Fig. 1: run 1, power grid
Pins as bars on the die edge. Tap cells in grey.
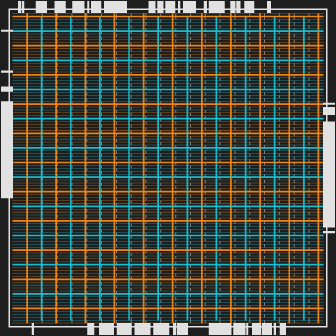
Fig. 2: run 1, cell classes on the final placement
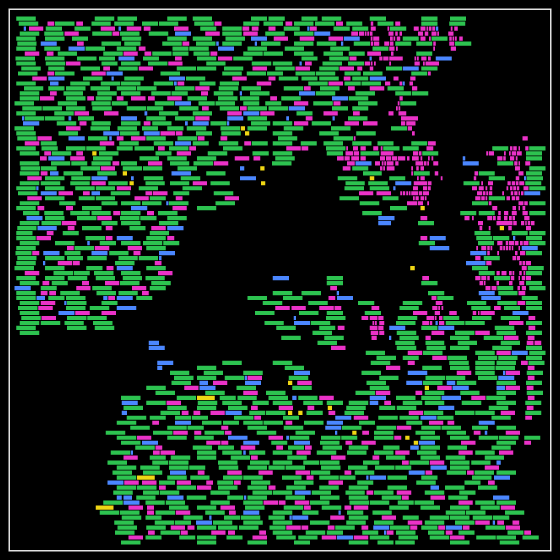
Fig. 3: run 1, clock distribution
The bar under the picture is 100 um long.
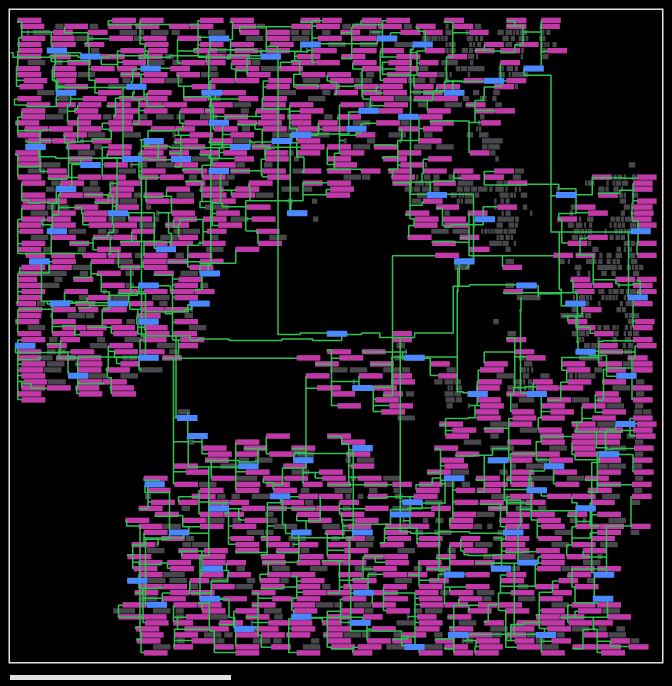
Fig. 4: run 1, signal wires by layer
The bar under the picture is 100 um long.
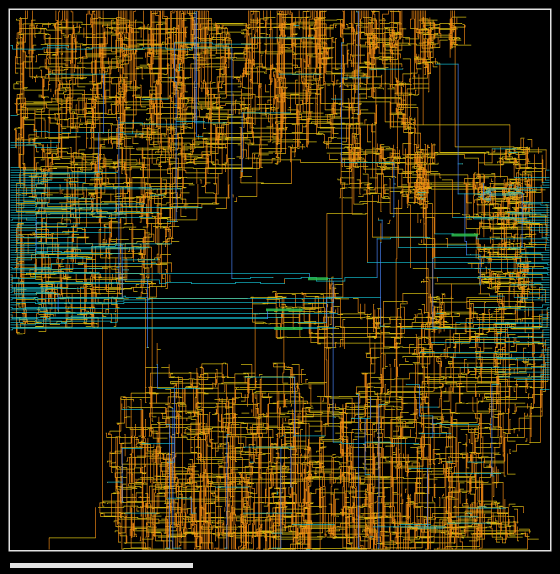
===== config.mk =====
export PLATFORM = sky130hd
export DESIGN_NAME = book_msg_scheduler
export DESIGN_NICKNAME = d
export VERILOG_FILES = /design/src/rtl/book_msg_scheduler_pkg.sv /design/src/rtl/book_msg_fifo.sv /design/src/rtl/book_msg_scheduler.sv
export SDC_FILE = /design/constraint.sdc
export NUM_CORES = 1
export LEC_CHECK = 0
export ABC_CLOCK_PERIOD_IN_PS = 6200
export CAP_MARGIN = 0
export CORE_MARGIN = 2
export CORE_UTILIZATION = 40
export CTS_CLUSTER_DIAMETER = 120
export DETAILED_ROUTE_END_ITERATION = 8
export DONT_BUFFER_PORTS = 1
export PLACE_DENSITY = 0.61
export REMOVE_ABC_BUFFERS = 1
export SLEW_MARGIN = 20
export SYNTH_ARGS = -nofsm -noshare
export SYNTH_HDL_FRONTEND = slang
export SYNTH_HIERARCHICAL = 1
export SYNTH_SLANG_ARGS = --single-unit

===== constraint.sdc =====
create_clock -name clkIn -period 6.2 [get_ports clkIn]
set_input_delay 0.93 -clock clkIn [delete_from_list [all_inputs] [get_ports clkIn]]
set_output_delay 0.93 -clock clkIn [all_outputs]
set_load 0.01 [all_outputs]

===== src/rtl/book_msg_scheduler_pkg.sv =====
// Shared types and constants for the order-book update scheduler.
package book_msg_scheduler_pkg;

  typedef struct packed {
    logic [15:0] locate;
    logic [31:0] price;
    logic [31:0] shares;
    logic        buySell;
  } book_msg_t;

  localparam logic SIDE_SELL = 1'b0;
  localparam logic SIDE_BUY  = 1'b1;

  // order_book holds a side for two level read-back stages plus one update stage.
  localparam int unsigned HAZARD_CYCLES_C = 3;

  typedef enum logic [1:0] {
    GRANT_NONE,
    GRANT_ADD,
    GRANT_DEL
  } grant_e;

endpackage


===== src/rtl/book_msg_fifo.sv =====
// Single-clock FIFO of book messages with registered storage and no bypass.
module book_msg_fifo
  import book_msg_scheduler_pkg::*;
#(
  parameter int unsigned DEPTH = 4
) (
  input  logic      clkIn,
  input  logic      rstNIn,
  input  logic      push,
  input  book_msg_t pushData,
  input  logic      pop,
  output book_msg_t head,
  output logic      full,
  output logic      empty
);

  localparam int unsigned PTR_W = (DEPTH > 1) ? $clog2(DEPTH) : 1;
  localparam int unsigned CNT_W = PTR_W + 1;
  localparam logic [PTR_W:0] FULL_CNT = CNT_W'(DEPTH);

  book_msg_t        mem [DEPTH];
  logic [PTR_W-1:0] wrPtr;
  logic [PTR_W-1:0] rdPtr;
  logic [PTR_W:0]   count;
  logic             doPush;
  logic             doPop;

  assign full   = (count == FULL_CNT);
  assign empty  = (count == '0);
  assign doPush = push && !full;
  assign doPop  = pop && !empty;
  assign head   = mem[rdPtr];

  always_ff @(posedge clkIn or negedge rstNIn) begin
    if (!rstNIn) begin
      wrPtr <= '0;
      rdPtr <= '0;
      count <= '0;
    end else begin
      if (doPush) wrPtr <= wrPtr + 1'b1;
      if (doPop)  rdPtr <= rdPtr + 1'b1;
      if (doPush && !doPop)      count <= count + 1'b1;
      else if (doPop && !doPush) count <= count - 1'b1;
    end
  end

  always_ff @(posedge clkIn) begin
    if (doPush) mem[wrPtr] <= pushData;
  end

endmodule


===== src/rtl/book_msg_scheduler.sv =====
// Buffers add and del/exec streams, arbitrates round-robin and spaces
// same-side updates so the order_book RMW pipeline never sees a side hazard.
module book_msg_scheduler
  import book_msg_scheduler_pkg::*;
#(
  parameter int unsigned FIFO_DEPTH    = 4,
  parameter int unsigned HAZARD_CYCLES = HAZARD_CYCLES_C
) (
  input  logic        clkIn,
  input  logic        rstNIn,
  input  logic        enableIn,
  input  logic        addValidIn,
  output logic        addReadyOut,
  input  logic [15:0] addLocateIn,
  input  logic [31:0] addPriceIn,
  input  logic [31:0] addSharesIn,
  input  logic        addBuySellIn,
  input  logic        delValidIn,
  output logic        delReadyOut,
  input  logic [15:0] delLocateIn,
  input  logic [31:0] delPriceIn,
  input  logic [31:0] delSharesIn,
  input  logic        delBuySellIn,
  output logic        addValidOut,
  output logic [15:0] locateOut,
  output logic [31:0] priceOut,
  output logic [31:0] sharesOut,
  output logic        buySellOut,
  output logic        delExecValidOut,
  output logic [15:0] mapLocateOut,
  output logic [31:0] mapPriceOut,
  output logic [31:0] mapSharesOut,
  output logic        mapBuySellOut,
  output logic [31:0] issueCountOut,
  output logic [31:0] stallCountOut
);

  localparam int unsigned HW = $clog2(HAZARD_CYCLES + 1);
  localparam logic [HW-1:0] HAZ_LOAD = HW'(HAZARD_CYCLES - 1);

  book_msg_t addIn, delIn, addHead, delHead, addOut, delOut;
  logic      addFull, addEmpty, delFull, delEmpty;
  logic      addPop, delPop;
  logic      addBlocked, delBlocked, addElig, delElig;
  logic      stallCond, issuing, issueSide;
  logic      lastAdd;
  grant_e    grant;
  logic [HW-1:0] hazCnt [2];

  assign addIn = '{locate: addLocateIn, price: addPriceIn, shares: addSharesIn, buySell: addBuySellIn};
  assign delIn = '{locate: delLocateIn, price: delPriceIn, shares: delSharesIn, buySell: delBuySellIn};

  book_msg_fifo #(.DEPTH(FIFO_DEPTH)) addFifo (
    .clkIn    (clkIn),
    .rstNIn   (rstNIn),
    .push     (addValidIn),
    .pushData (addIn),
    .pop      (addPop),
    .head     (addHead),
    .full     (addFull),
    .empty    (addEmpty)
  );

  book_msg_fifo #(.DEPTH(FIFO_DEPTH)) delFifo (
    .clkIn    (clkIn),
    .rstNIn   (rstNIn),
    .push     (delValidIn),
    .pushData (delIn),
    .pop      (delPop),
    .head     (delHead),
    .full     (delFull),
    .empty    (delEmpty)
  );

  assign addReadyOut = !addFull;
  assign delReadyOut = !delFull;

  assign addBlocked = (hazCnt[addHead.buySell] != '0);
  assign delBlocked = (hazCnt[delHead.buySell] != '0);
  assign addElig    = !addEmpty && enableIn && !addBlocked;
  assign delElig    = !delEmpty && enableIn && !delBlocked;

  // Stall only when enabled work exists and every occupied head waits on a hazard.
  assign stallCond = enableIn && (!addEmpty || !delEmpty) &&
                     (addEmpty || addBlocked) && (delEmpty || delBlocked);

  always_comb begin
    grant = GRANT_NONE;
    if (addElig && delElig) grant = lastAdd ? GRANT_DEL : GRANT_ADD;
    else if (addElig)       grant = GRANT_ADD;
    else if (delElig)       grant = GRANT_DEL;
  end

  assign addPop    = (grant == GRANT_ADD);
  assign delPop    = (grant == GRANT_DEL);
  assign issuing   = (grant != GRANT_NONE);
  assign issueSide = addPop ? addHead.buySell : delHead.buySell;

  always_ff @(posedge clkIn or negedge rstNIn) begin
    if (!rstNIn) begin
      addValidOut     <= 1'b0;
      delExecValidOut <= 1'b0;
      addOut          <= '0;
      delOut          <= '0;
      issueCountOut   <= '0;
      stallCountOut   <= '0;
      lastAdd         <= 1'b1;
      for (int unsigned s = 0; s < 2; s++) hazCnt[s] <= '0;
    end else begin
      addValidOut     <= addPop;
      delExecValidOut <= delPop;
      if (addPop) addOut <= addHead;
      if (delPop) delOut <= delHead;
      if (issuing) begin
        issueCountOut <= issueCountOut + 32'd1;
        lastAdd       <= addPop;
      end
      if (stallCond && (stallCountOut != '1)) stallCountOut <= stallCountOut + 32'd1;
      for (int unsigned s = 0; s < 2; s++) begin
        if (issuing && (issueSide == 1'(s))) hazCnt[s] <= HAZ_LOAD;
        else if (hazCnt[s] != '0)             hazCnt[s] <= hazCnt[s] - 1'b1;
      end
    end
  end

  assign locateOut     = addOut.locate;
  assign priceOut      = addOut.price;
  assign sharesOut     = addOut.shares;
  assign buySellOut    = addOut.buySell;
  assign mapLocateOut  = delOut.locate;
  assign mapPriceOut   = delOut.price;
  assign mapSharesOut  = delOut.shares;
  assign mapBuySellOut = delOut.buySell;

endmodule

==> flow_summary.html, run 1 <==
<h2>Synthesis and place &amp; route</h2>
<table>
<tr><th>Metric</th><th>Value</th></tr>
<tr><th colspan="2">Outcome</th></tr>
<tr><td>Run status</td><td>complete, no violations</td></tr>
<tr><th colspan="2">Yosys</th></tr>
<tr><td>Dominant non-sequential cell family after synthesis</td><td>multiplexers</td></tr>
<tr><td>Post-synthesis cell type with the largest combined area</td><td>edfxtp_1</td></tr>
<tr><td>Average size of a mapped cell</td><td>21.2 um2</td></tr>
<tr><td>Portion of synthesized cell area occupied by the leading cell type</td><td>0.577</td></tr>
<tr><td>Xor/xnor share of the synthesized area</td><td>0.0197</td></tr>
<tr><td>Share of async-settable or async-resettable flops after synthesis</td><td>0.276</td></tr>
<tr><td>Complex-gate fraction of the synthesized area</td><td>0.00497</td></tr>
<tr><td>Mux cell area share</td><td>0.165</td></tr>
<tr><td>Top cell types by occurrence after synthesis</td><td>edfxtp_1 (648), dfrtp_1 (246), mux4_2 (162)</td></tr>
<tr><td>Combined area of all synthesized cells</td><td>0.0337 mm2</td></tr>
<tr><td>Registers, synthesis</td><td>895</td></tr>
<tr><th colspan="2">GRT</th></tr>
<tr><td>Grt met3 use</td><td>0.0762</td></tr>
<tr><td>Antenna violations before repair</td><td>4</td></tr>
<tr><td>Via count of the first global-routing pass</td><td>15,907</td></tr>
<tr><td>Met2 usage in global routing</td><td>0.267</td></tr>
<tr><td>Overflow left after global routing</td><td>0</td></tr>
<tr><td>Layer with the highest usage</td><td>met2</td></tr>
<tr><td>First-pass GRT wire length</td><td>103,000 um</td></tr>
<tr><th colspan="2">Power</th></tr>
<tr><td>Portion of total power attributed to sequential cells</td><td>0.496</td></tr>
<tr><td>Peak supply drop</td><td>306 uV</td></tr>
<tr><td>Pwr top</td><td>registers</td></tr>
<tr><td>Proportion of total power due to net switching</td><td>0.290</td></tr>
<tr><td>Net switching power of the design</td><td>5.47 mW</td></tr>
<tr><td>Power density cells</td><td>495 mW/mm2</td></tr>
<tr><td>Sequential logic power</td><td>9.33 mW</td></tr>
<tr><td>Internal power</td><td>13.4 mW</td></tr>
<tr><td>Total Power</td><td>18.8 mW</td></tr>
<tr><th colspan="2">STA</th></tr>
<tr><td>Post-route fraction of the period consumed by the critical path</td><td>0.670</td></tr>
<tr><td>Setup Viol. Count Final</td><td>0</td></tr>
<tr><td>Number of hold violations in the final report</td><td>0</td></tr>
<tr><td>PnR worst setup slack</td><td>2050 ps</td></tr>
<tr><td>Unrepaired setup endpoints after global routing</td><td>false</td></tr>
<tr><td>Fin crit period</td><td>4150 ps</td></tr>
<tr><td>Achievable Freq</td><td>0.241 GHz</td></tr>
<tr><td>Slew headroom</td><td>0.295</td></tr>
<tr><th colspan="2">Worst setup path</th></tr>
<tr><td>Terminus of the critical flop-to-flop path</td><td>delFifo/count[1]$_DFFE_PN0P_</td></tr>
<tr><td>Startpoint of the most critical setup path</td><td>delFifo/rdPtr[0]$_DFFE_PN0P_</td></tr>
<tr><td>Worst setup path end</td><td>delFifo/count[1]$_DFFE_PN0P_</td></tr>
<tr><td>Most repeated library cell on the critical path</td><td>nand2_1</td></tr>
<tr><td>Data arrival time at the worst-slack endpoint</td><td>4680 ps</td></tr>
<tr><td>Number of cells on the critical path</td><td>11</td></tr>
<tr><td>Worst-case reg-to-reg path depth</td><td>11</td></tr>
<tr><td>Critical path capture point type</td><td>flip-flop</td></tr>
<tr><td>Required time of the worst setup path</td><td>6730 ps</td></tr>
<tr><td>Kind of start point of the critical path</td><td>flip-flop</td></tr>
<tr><th colspan="2">Placed design</th></tr>
<tr><td>Buffers added on ports</td><td>0</td></tr>
<tr><td># placed instances</td><td>2,629</td></tr>
<tr><td>Post-detailed-placement half-perimeter wirelength</td><td>41,700 um</td></tr>
<tr><td>Cell area after placement</td><td>0.0348 mm2</td></tr>
<tr><th colspan="2">Routing</th></tr>
<tr><td>Via total after detailed routing</td><td>14,965</td></tr>
<tr><td>Antenna viol nets, final</td><td>0</td></tr>
<tr><td>Met2 Routed Length</td><td>35,300 um</td></tr>
<tr><td>Length of routed wiring on met1</td><td>25,400 um</td></tr>
<tr><td>Detailed Route Iter0 Violations</td><td>776</td></tr>
<tr><th colspan="2">Layout</th></tr>
<tr><td>Count of multi-input gates</td><td>606</td></tr>
<tr><td>Post-route cell area</td><td>0.0380 mm2</td></tr>
<tr><td>P&amp;R area growth vs syn</td><td>12.8%</td></tr>
<tr><td>Number of flip-flops and latches</td><td>895</td></tr>
<tr><td>Number of non-clock buffers</td><td>22</td></tr>
<tr><td>Number of antenna cells inserted</td><td>0</td></tr>
<tr><td>NonClk Buf Share</td><td>0.00592</td></tr>
<tr><td>Layout clock buffer count</td><td>133</td></tr>
<tr><td>Comb gate area</td><td>0.00757 mm2</td></tr>
<tr><td>Count of inverters other than clock inverters in the layout</td><td>29</td></tr>
<tr><td>Share of layout cells above drive strength 1</td><td>0.290</td></tr>
<tr><th colspan="2">Die</th></tr>
<tr><td>Total core area</td><td>0.0836 mm2</td></tr>
<tr><td>Vertical die size</td><td>294 um</td></tr>
<tr><td>Inserted tap cell count</td><td>1,080</td></tr>
<tr><td>Initial cell density of the core</td><td>0.404</td></tr>
<tr><td>Std-Cell Rows</td><td>106</td></tr>
<tr><th colspan="2">Clock network</th></tr>
<tr><td>TritonCTS clock tree</td><td>done</td></tr>
<tr><td>Clock buffers created by TritonCTS</td><td>94</td></tr>
<tr><td>Number of buffers inserted by post-CTS setup repair</td><td>0</td></tr>
<tr><th colspan="2">Job</th></tr>
<tr><td>Stage-log warning count</td><td>33</td></tr>
<tr><td>Max-cap violations</td><td>0</td></tr>
<tr><th colspan="2">Hold path</th></tr>
<tr><td>Min-Delay Path Class</td><td>input port to asynchronous set/reset pin</td></tr>
</table>
Back to the opening pictures, Fig. 1:
| colour | net |
|---|---|
| cyan | VDD |
| orange | VSS |
rows: 106
met5 straps: 21

Back to the opening pictures, Fig. 2:
| colour | class | cells |
|---|---|---|
| blue | clock drivers and dummy loads | 175 |
| yellow | remaining buffers and delay cells | 22 |
| green | sequential cells | 895 |
| magenta | combinational and other logic | 635 |

Back to the opening pictures, Fig. 3:
[blue] clock drivers | count: 94
[green] clock wires | length: 10,500 um
[magenta] flip-flops | count: 895
flops lie: spread over the die
routed clock nets: 95
P_clk: 5.60 mW
Worst-Skew Late Latency: 640 ps
relative contribution of the clock network to total power: 0.297
worst-case clock skew: 22.8 ps

Back to the opening pictures, Fig. 4:
| colour | layer | wire length |
|---|---|---|
| green | metal 5 | 54.3 um |
| blue | metal 4 | 1,870 um |
| cyan | metal 3 | 7,230 um |
| orange | metal 2 | 35.3 mm |
| yellow | metal 1 | 25.4 mm |

==> run 2, diff against run 1 <==
- ABC_CLOCK_PERIOD_IN_PS: 6200 -> 4100
- clock period: 6.2 -> 4.1 ns (I/O delays scaled with it)
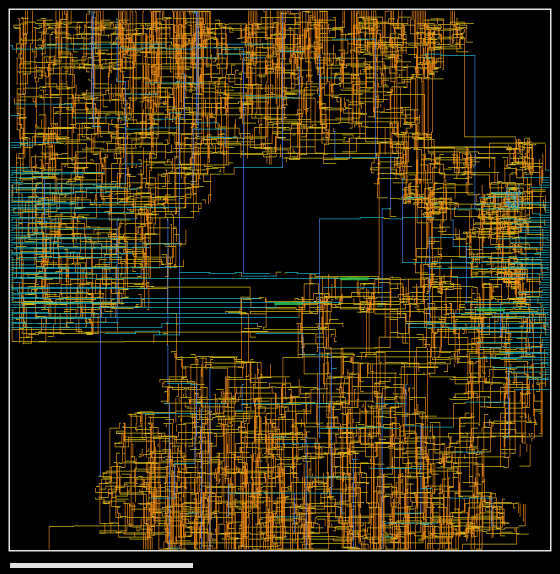
Fig. 5. Signal wires by layer (run 2).
The bar under the picture is 100 um long.
detailed-route wire length per cell: 24.7 um
global-route usage over all layers: 0.160

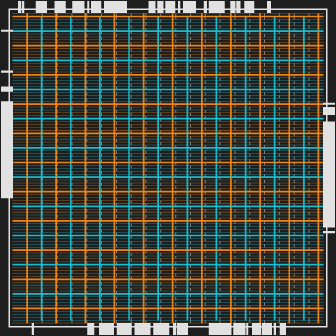
Fig. 6. Power grid (run 2).
Pins as bars on the die edge. Tap cells in grey.
vertical die size: 294 um
peak supply drop: 422 uV

==> run 2 against run 1 <==
- the flow now finishes with violations (negative hold slack)
- critical endpoint is now addFifo/count[2]$_DFFE_PN0P_
- sequential power rose by about 50%
- area after synthesis unchanged
- hold slack worse by 430 ps
- critical path depth grew 1
- clock-buffer cell count is 4 lower
- non-clock buffer count grew 3
- combinational power grew 55%
- first-iteration DRC count decreased by 9.0%
==> flow_summary.html, run 2 <==
<h2>Synthesis and place &amp; route</h2>
<table>
<tr><th>Metric</th><th>Value</th></tr>
<tr><th colspan="2">Outcome</th></tr>
<tr><td>Run status</td><td>finished with violations</td></tr>
<tr><td>Violations in the final reports</td><td>negative hold slack</td></tr>
<tr><th colspan="2">Hold path</th></tr>
<tr><td>Min-Delay Path Class</td><td>input port to asynchronous set/reset pin</td></tr>
<tr><th colspan="2">Layout</th></tr>
<tr><td>NonClk Buf Share</td><td>0.00788</td></tr>
<tr><td>Number of non-clock buffers</td><td>25</td></tr>
<tr><td>Number of antenna cells inserted</td><td>0</td></tr>
<tr><td>Share of layout cells above drive strength 1</td><td>0.294</td></tr>
<tr><td>Comb gate area</td><td>0.00757 mm2</td></tr>
<tr><td>Layout clock buffer count</td><td>129</td></tr>
<tr><td>P&amp;R area growth vs syn</td><td>13.0%</td></tr>
<tr><td>Count of multi-input gates</td><td>606</td></tr>
<tr><td>Count of inverters other than clock inverters in the layout</td><td>29</td></tr>
<tr><td>Number of flip-flops and latches</td><td>895</td></tr>
<tr><th colspan="2">Power</th></tr>
<tr><td>P_clk</td><td>8.54 mW</td></tr>
<tr><td>Sequential logic power</td><td>14.0 mW</td></tr>
<tr><td>Relative contribution of the clock network to total power</td><td>0.299</td></tr>
<tr><td>Power density cells</td><td>750 mW/mm2</td></tr>
<tr><td>Net switching power of the design</td><td>8.19 mW</td></tr>
<tr><td>Proportion of total power due to net switching</td><td>0.287</td></tr>
<tr><td>Portion of total power attributed to sequential cells</td><td>0.490</td></tr>
<tr><td>Pwr top</td><td>registers</td></tr>
<tr><td>Total Power</td><td>28.6 mW</td></tr>
<tr><td>Internal power</td><td>20.4 mW</td></tr>
<tr><th colspan="2">Clock network</th></tr>
<tr><td>Maximum clock path buffer count</td><td>3</td></tr>
<tr><td>Clock-pin slew of the registers on the worst-case setup and hold paths</td><td>60 ps</td></tr>
<tr><td>Worst-Skew Late Latency</td><td>630 ps</td></tr>
<tr><td>Number of buffers inserted by post-CTS setup repair</td><td>0</td></tr>
<tr><td>Clock buffers created by TritonCTS</td><td>93</td></tr>
<tr><td>TritonCTS clock tree</td><td>done</td></tr>
<tr><th colspan="2">Yosys</th></tr>
<tr><td>Dominant non-sequential cell family after synthesis</td><td>multiplexers</td></tr>
<tr><td>Combined area of all synthesized cells</td><td>0.0337 mm2</td></tr>
<tr><td>Mux cell area share</td><td>0.165</td></tr>
<tr><td>Complex-gate fraction of the synthesized area</td><td>0.00497</td></tr>
<tr><td>Top cell types by occurrence after synthesis</td><td>edfxtp_1 (648), dfrtp_1 (246), mux4_2 (162)</td></tr>
<tr><td>Top cells, area</td><td>edfxtp_1 (58%), dfrtp_1 (18%), mux4_2 (11%), mux2_2 (4.9%), xor2_1 (1.3%)</td></tr>
<tr><td>Average size of a mapped cell</td><td>21.2 um2</td></tr>
<tr><td>Share of async-settable or async-resettable flops after synthesis</td><td>0.276</td></tr>
<tr><td>Registers, synthesis</td><td>895</td></tr>
<tr><td>Xor/xnor share of the synthesized area</td><td>0.0197</td></tr>
<tr><td>Post-synthesis cell type with the largest combined area</td><td>edfxtp_1</td></tr>
<tr><td>Portion of synthesized cell area occupied by the leading cell type</td><td>0.577</td></tr>
<tr><th colspan="2">GRT</th></tr>
<tr><td>Via count of the first global-routing pass</td><td>15,782</td></tr>
<tr><td>Met2 usage in global routing</td><td>0.264</td></tr>
<tr><td>First-pass GRT wire length</td><td>103,000 um</td></tr>
<tr><td>Met1 GRT Util</td><td>0.186</td></tr>
<tr><td>Grt met3 use</td><td>0.0680</td></tr>
<tr><td>Layer with the highest usage</td><td>met2</td></tr>
<tr><td>Overflow left after global routing</td><td>0</td></tr>
<tr><td>Antenna violations before repair</td><td>3</td></tr>
<tr><th colspan="2">STA</th></tr>
<tr><td>Number of hold violations in the final report</td><td>246</td></tr>
<tr><td>Fin crit period</td><td>3360 ps</td></tr>
<tr><td>PnR worst setup slack</td><td>740 ps</td></tr>
<tr><td>Final-report max-slew violation count</td><td>0</td></tr>
<tr><td>Achievable Freq</td><td>0.298 GHz</td></tr>
<tr><td>Slew headroom</td><td>0.313</td></tr>
<tr><td>Unrepaired setup endpoints after global routing</td><td>false</td></tr>
<tr><td>Setup Viol. Count Final</td><td>0</td></tr>
<tr><td>Worst-case clock skew</td><td>18.2 ps</td></tr>
<tr><td>Final Hold Slack</td><td>-282 ps</td></tr>
<tr><td>Post-route fraction of the period consumed by the critical path</td><td>0.820</td></tr>
<tr><th colspan="2">Worst setup path</th></tr>
<tr><td>Critical R2R Launch</td><td>delFifo/rdPtr[0]$_DFFE_PN0P_</td></tr>
<tr><td>Worst-case reg-to-reg path depth</td><td>12</td></tr>
<tr><td>Required time of the worst setup path</td><td>4650 ps</td></tr>
<tr><td>Data arrival time at the worst-slack endpoint</td><td>3910 ps</td></tr>
<tr><td>Critical path capture point type</td><td>flip-flop</td></tr>
<tr><td>Startpoint of the most critical setup path</td><td>delFifo/rdPtr[0]$_DFFE_PN0P_</td></tr>
<tr><td>Number of cells on the critical path</td><td>12</td></tr>
<tr><td>Max stage delay cell, worst path</td><td>dfrtp_4</td></tr>
<tr><td>Kind of start point of the critical path</td><td>flip-flop</td></tr>
<tr><td>Terminus of the critical flop-to-flop path</td><td>addFifo/count[2]$_DFFE_PN0P_</td></tr>
<tr><td>Worst setup path end</td><td>addFifo/count[2]$_DFFE_PN0P_</td></tr>
<tr><th colspan="2">Routing</th></tr>
<tr><td>Met2 Routed Length</td><td>34,800 um</td></tr>
<tr><td>Detailed Route Iter0 Violations</td><td>706</td></tr>
<tr><td>Length of routed wiring on met1</td><td>25,600 um</td></tr>
<tr><td>Via total after detailed routing</td><td>14,903</td></tr>
<tr><td>Antenna viol nets, final</td><td>0</td></tr>
<tr><th colspan="2">Die</th></tr>
<tr><td>Inserted tap cell count</td><td>1,080</td></tr>
<tr><td>Initial cell density of the core</td><td>0.404</td></tr>
<tr><td>Total core area</td><td>0.0836 mm2</td></tr>
<tr><th colspan="2">Job</th></tr>
<tr><td>Stage-log warning count</td><td>35</td></tr>
<tr><td>Max-cap violations</td><td>0</td></tr>
<tr><th colspan="2">Placed design</th></tr>
<tr><td># placed instances</td><td>2,635</td></tr>
<tr><td>Cell area after placement</td><td>0.0350 mm2</td></tr>
<tr><td>Post-detailed-placement half-perimeter wirelength</td><td>41,700 um</td></tr>
<tr><td>Buffers added on ports</td><td>0</td></tr>
</table>
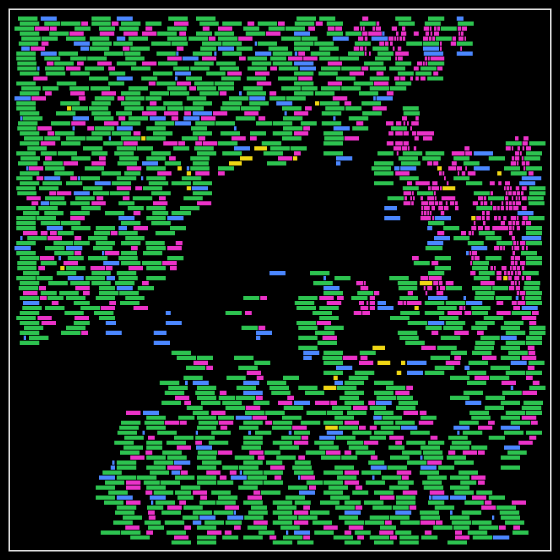
Fig. 7. Cell classes on the final placement (run 2).
| colour | class | cells |
|---|---|---|
| magenta | combinational and other logic | 635 |
| green | sequential cells | 895 |
| blue | clock drivers and dummy loads | 172 |
| yellow | remaining buffers and delay cells | 25 |
post-route cell area: 0.0381 mm2
Util after Layout: 0.456
Std-Cell Rows: 106

==> run 3, diff against run 2 <==
- ABC_CLOCK_PERIOD_IN_PS: 4100 -> 3500
- clock period: 4.1 -> 3.5 ns (I/O delays scaled with it)
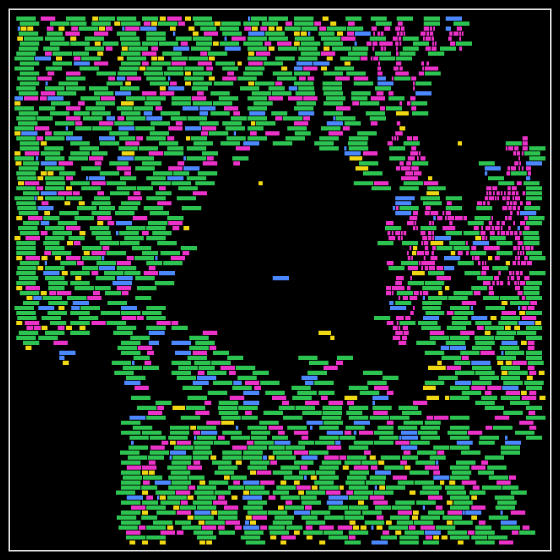
Fig. 8. Cell classes on the final placement (run 3).
| colour | class | cells |
|---|---|---|
| green | sequential cells | 895 |
| blue | clock drivers and dummy loads | 172 |
| yellow | remaining buffers and delay cells | 196 |
| magenta | combinational and other logic | 635 |

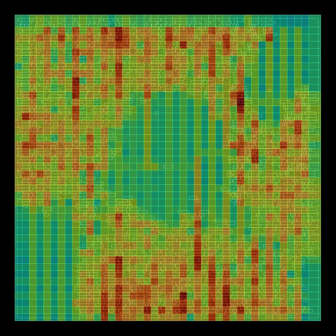
Fig. 9. Track usage over the die (run 3).
layer with the highest usage: met2
Util after Layout: 0.477
detailed-route wire length per cell: 23.7 um

==> run 3 against run 2 <==
- the flow still finishes with violations (negative hold slack)
- hold slack worse by 100 ps
- global-route usage increased by 0.50 points
- wire length increased by 2.1%
- die area did not move
- via count rose by 5.7%
- non-clock buffer count grew 171
- sequential power up 16%
- register-to-register slack got worse by 370 ps
- critical path depth fell by 2
- area after synthesis unchanged
- critical path type unchanged
- largest cell class unchanged
- largest power group unchanged
==> flow_summary.html, run 3 <==
<h2>Synthesis and place &amp; route</h2>
<table>
<tr><th>Metric</th><th>Value</th></tr>
<tr><th colspan="2">Outcome</th></tr>
<tr><td>Run status</td><td>finished with violations</td></tr>
<tr><td>Violations in the final reports</td><td>negative hold slack</td></tr>
<tr><th colspan="2">Clock network</th></tr>
<tr><td>TritonCTS clock tree</td><td>done</td></tr>
<tr><td>Clock buffers created by TritonCTS</td><td>93</td></tr>
<tr><td>Worst-Skew Late Latency</td><td>650 ps</td></tr>
<tr><td>Maximum clock path buffer count</td><td>3</td></tr>
<tr><td>Number of buffers inserted by post-CTS setup repair</td><td>0</td></tr>
<tr><th colspan="2">GRT</th></tr>
<tr><td>Global-route usage over all layers</td><td>0.165</td></tr>
<tr><td>Met2 usage in global routing</td><td>0.287</td></tr>
<tr><td>Via count of the first global-routing pass</td><td>17,285</td></tr>
<tr><td>Overflow left after global routing</td><td>0</td></tr>
<tr><td>Antenna violations before repair</td><td>18</td></tr>
<tr><td>Grt met3 use</td><td>0.0520</td></tr>
<tr><td>First-pass GRT wire length</td><td>108,000 um</td></tr>
<tr><th colspan="2">Yosys</th></tr>
<tr><td>Registers, synthesis</td><td>895</td></tr>
<tr><td>Top cells, area</td><td>edfxtp_1 (58%), dfrtp_1 (18%), mux4_2 (11%), mux2_2 (4.9%), xor2_1 (1.3%)</td></tr>
<tr><td>Top cell types by occurrence after synthesis</td><td>edfxtp_1 (648), dfrtp_1 (246), mux4_2 (162)</td></tr>
<tr><td>Dominant non-sequential cell family after synthesis</td><td>multiplexers</td></tr>
<tr><td>Mux cell area share</td><td>0.165</td></tr>
<tr><td>Xor/xnor share of the synthesized area</td><td>0.0197</td></tr>
<tr><td>Combined area of all synthesized cells</td><td>0.0337 mm2</td></tr>
<tr><td>Post-synthesis cell type with the largest combined area</td><td>edfxtp_1</td></tr>
<tr><td>Average size of a mapped cell</td><td>21.2 um2</td></tr>
<tr><td>Portion of synthesized cell area occupied by the leading cell type</td><td>0.577</td></tr>
<tr><td>Complex-gate fraction of the synthesized area</td><td>0.00497</td></tr>
<tr><td>Share of async-settable or async-resettable flops after synthesis</td><td>0.276</td></tr>
<tr><th colspan="2">Worst setup path</th></tr>
<tr><td>Terminus of the critical flop-to-flop path</td><td>delFifo/count[1]$_DFFE_PN0P_</td></tr>
<tr><td>Kind of start point of the critical path</td><td>flip-flop</td></tr>
<tr><td>Startpoint of the most critical setup path</td><td>delFifo/rdPtr[0]$_DFFE_PN0P_</td></tr>
<tr><td>Sum of buffers and inverters on the critical path</td><td>1</td></tr>
<tr><td>Number of cells on the critical path</td><td>10</td></tr>
<tr><td>Worst-case reg-to-reg path depth</td><td>10</td></tr>
<tr><td>Data arrival time at the worst-slack endpoint</td><td>3640 ps</td></tr>
<tr><td>Most repeated library cell on the critical path</td><td>nand2_1</td></tr>
<tr><td>Max stage delay cell, worst path</td><td>mux4_2</td></tr>
<tr><td>Worst setup path end</td><td>delFifo/count[1]$_DFFE_PN0P_</td></tr>
<tr><td>Critical R2R Launch</td><td>delFifo/rdPtr[0]$_DFFE_PN0P_</td></tr>
<tr><th colspan="2">Power</th></tr>
<tr><td>Sequential logic power</td><td>16.3 mW</td></tr>
<tr><td>Portion of total power attributed to sequential cells</td><td>0.486</td></tr>
<tr><td>P_clk</td><td>9.75 mW</td></tr>
<tr><td>Pwr top</td><td>registers</td></tr>
<tr><td>Power density cells</td><td>844 mW/mm2</td></tr>
<tr><td>Relative contribution of the clock network to total power</td><td>0.290</td></tr>
<tr><td>Net switching power of the design</td><td>9.83 mW</td></tr>
<tr><td>Proportion of total power due to net switching</td><td>0.292</td></tr>
<tr><th colspan="2">Placed design</th></tr>
<tr><td>Cell area after placement</td><td>0.0351 mm2</td></tr>
<tr><td>Post-detailed-placement half-perimeter wirelength</td><td>41,900 um</td></tr>
<tr><td># placed instances</td><td>2,642</td></tr>
<tr><th colspan="2">STA</th></tr>
<tr><td>Fin crit period</td><td>3130 ps</td></tr>
<tr><td>Setup Viol. Count Final</td><td>0</td></tr>
<tr><td>PnR worst setup slack</td><td>371 ps</td></tr>
<tr><td>Post-route fraction of the period consumed by the critical path</td><td>0.894</td></tr>
<tr><td>Final Hold Slack</td><td>-385 ps</td></tr>
<tr><td>Slew headroom</td><td>0.308</td></tr>
<tr><td>Achievable Freq</td><td>0.320 GHz</td></tr>
<tr><td>Final-report max-slew violation count</td><td>0</td></tr>
<tr><td>Number of hold violations in the final report</td><td>246</td></tr>
<tr><td>Worst-case clock skew</td><td>24.4 ps</td></tr>
<tr><td>Unrepaired setup endpoints after global routing</td><td>false</td></tr>
<tr><th colspan="2">Layout</th></tr>
<tr><td>Count of multi-input gates</td><td>606</td></tr>
<tr><td>Count of inverters other than clock inverters in the layout</td><td>29</td></tr>
<tr><td>P&amp;R area growth vs syn</td><td>18.2%</td></tr>
<tr><td>Comb gate area</td><td>0.00757 mm2</td></tr>
<tr><td>Share of layout cells above drive strength 1</td><td>0.270</td></tr>
<tr><td>Number of flip-flops and latches</td><td>895</td></tr>
<tr><td>Number of non-clock buffers</td><td>196</td></tr>
<tr><td>Post-route cell area</td><td>0.0399 mm2</td></tr>
<tr><td>NonClk Buf Share</td><td>0.0520</td></tr>
<tr><td>Layout clock buffer count</td><td>134</td></tr>
<tr><th colspan="2">Die</th></tr>
<tr><td>Inserted tap cell count</td><td>1,080</td></tr>
<tr><td>Initial cell density of the core</td><td>0.404</td></tr>
<tr><th colspan="2">Job</th></tr>
<tr><td>Stage-log warning count</td><td>36</td></tr>
<tr><td>Max-cap violations</td><td>0</td></tr>
<tr><th colspan="2">Routing</th></tr>
<tr><td>Detailed-routing iteration count for the pre-antenna-repair pass</td><td>4</td></tr>
<tr><td>Detailed Route Iter0 Violations</td><td>850</td></tr>
<tr><td>Met2 Routed Length</td><td>37,300 um</td></tr>
<tr><td>Length of routed wiring on met1</td><td>26,500 um</td></tr>
<tr><td>Via total after detailed routing</td><td>15,752</td></tr>
<tr><td>Antenna viol nets, final</td><td>0</td></tr>
<tr><th colspan="2">Hold path</th></tr>
<tr><td>Min-Delay Path Class</td><td>input port to asynchronous set/reset pin</td></tr>
</table>
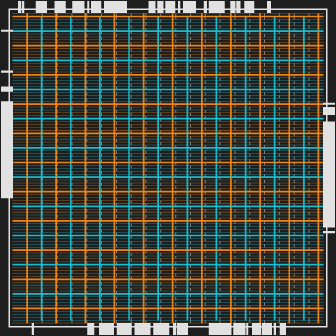
Fig. 10. Power grid (run 3).
Pins as bars on the die edge. Tap cells in grey.
die width: 294 um
total core area: 0.0836 mm2
peak supply drop: 507 uV

No activity file was given, so power comes from the tool's default toggle rates.
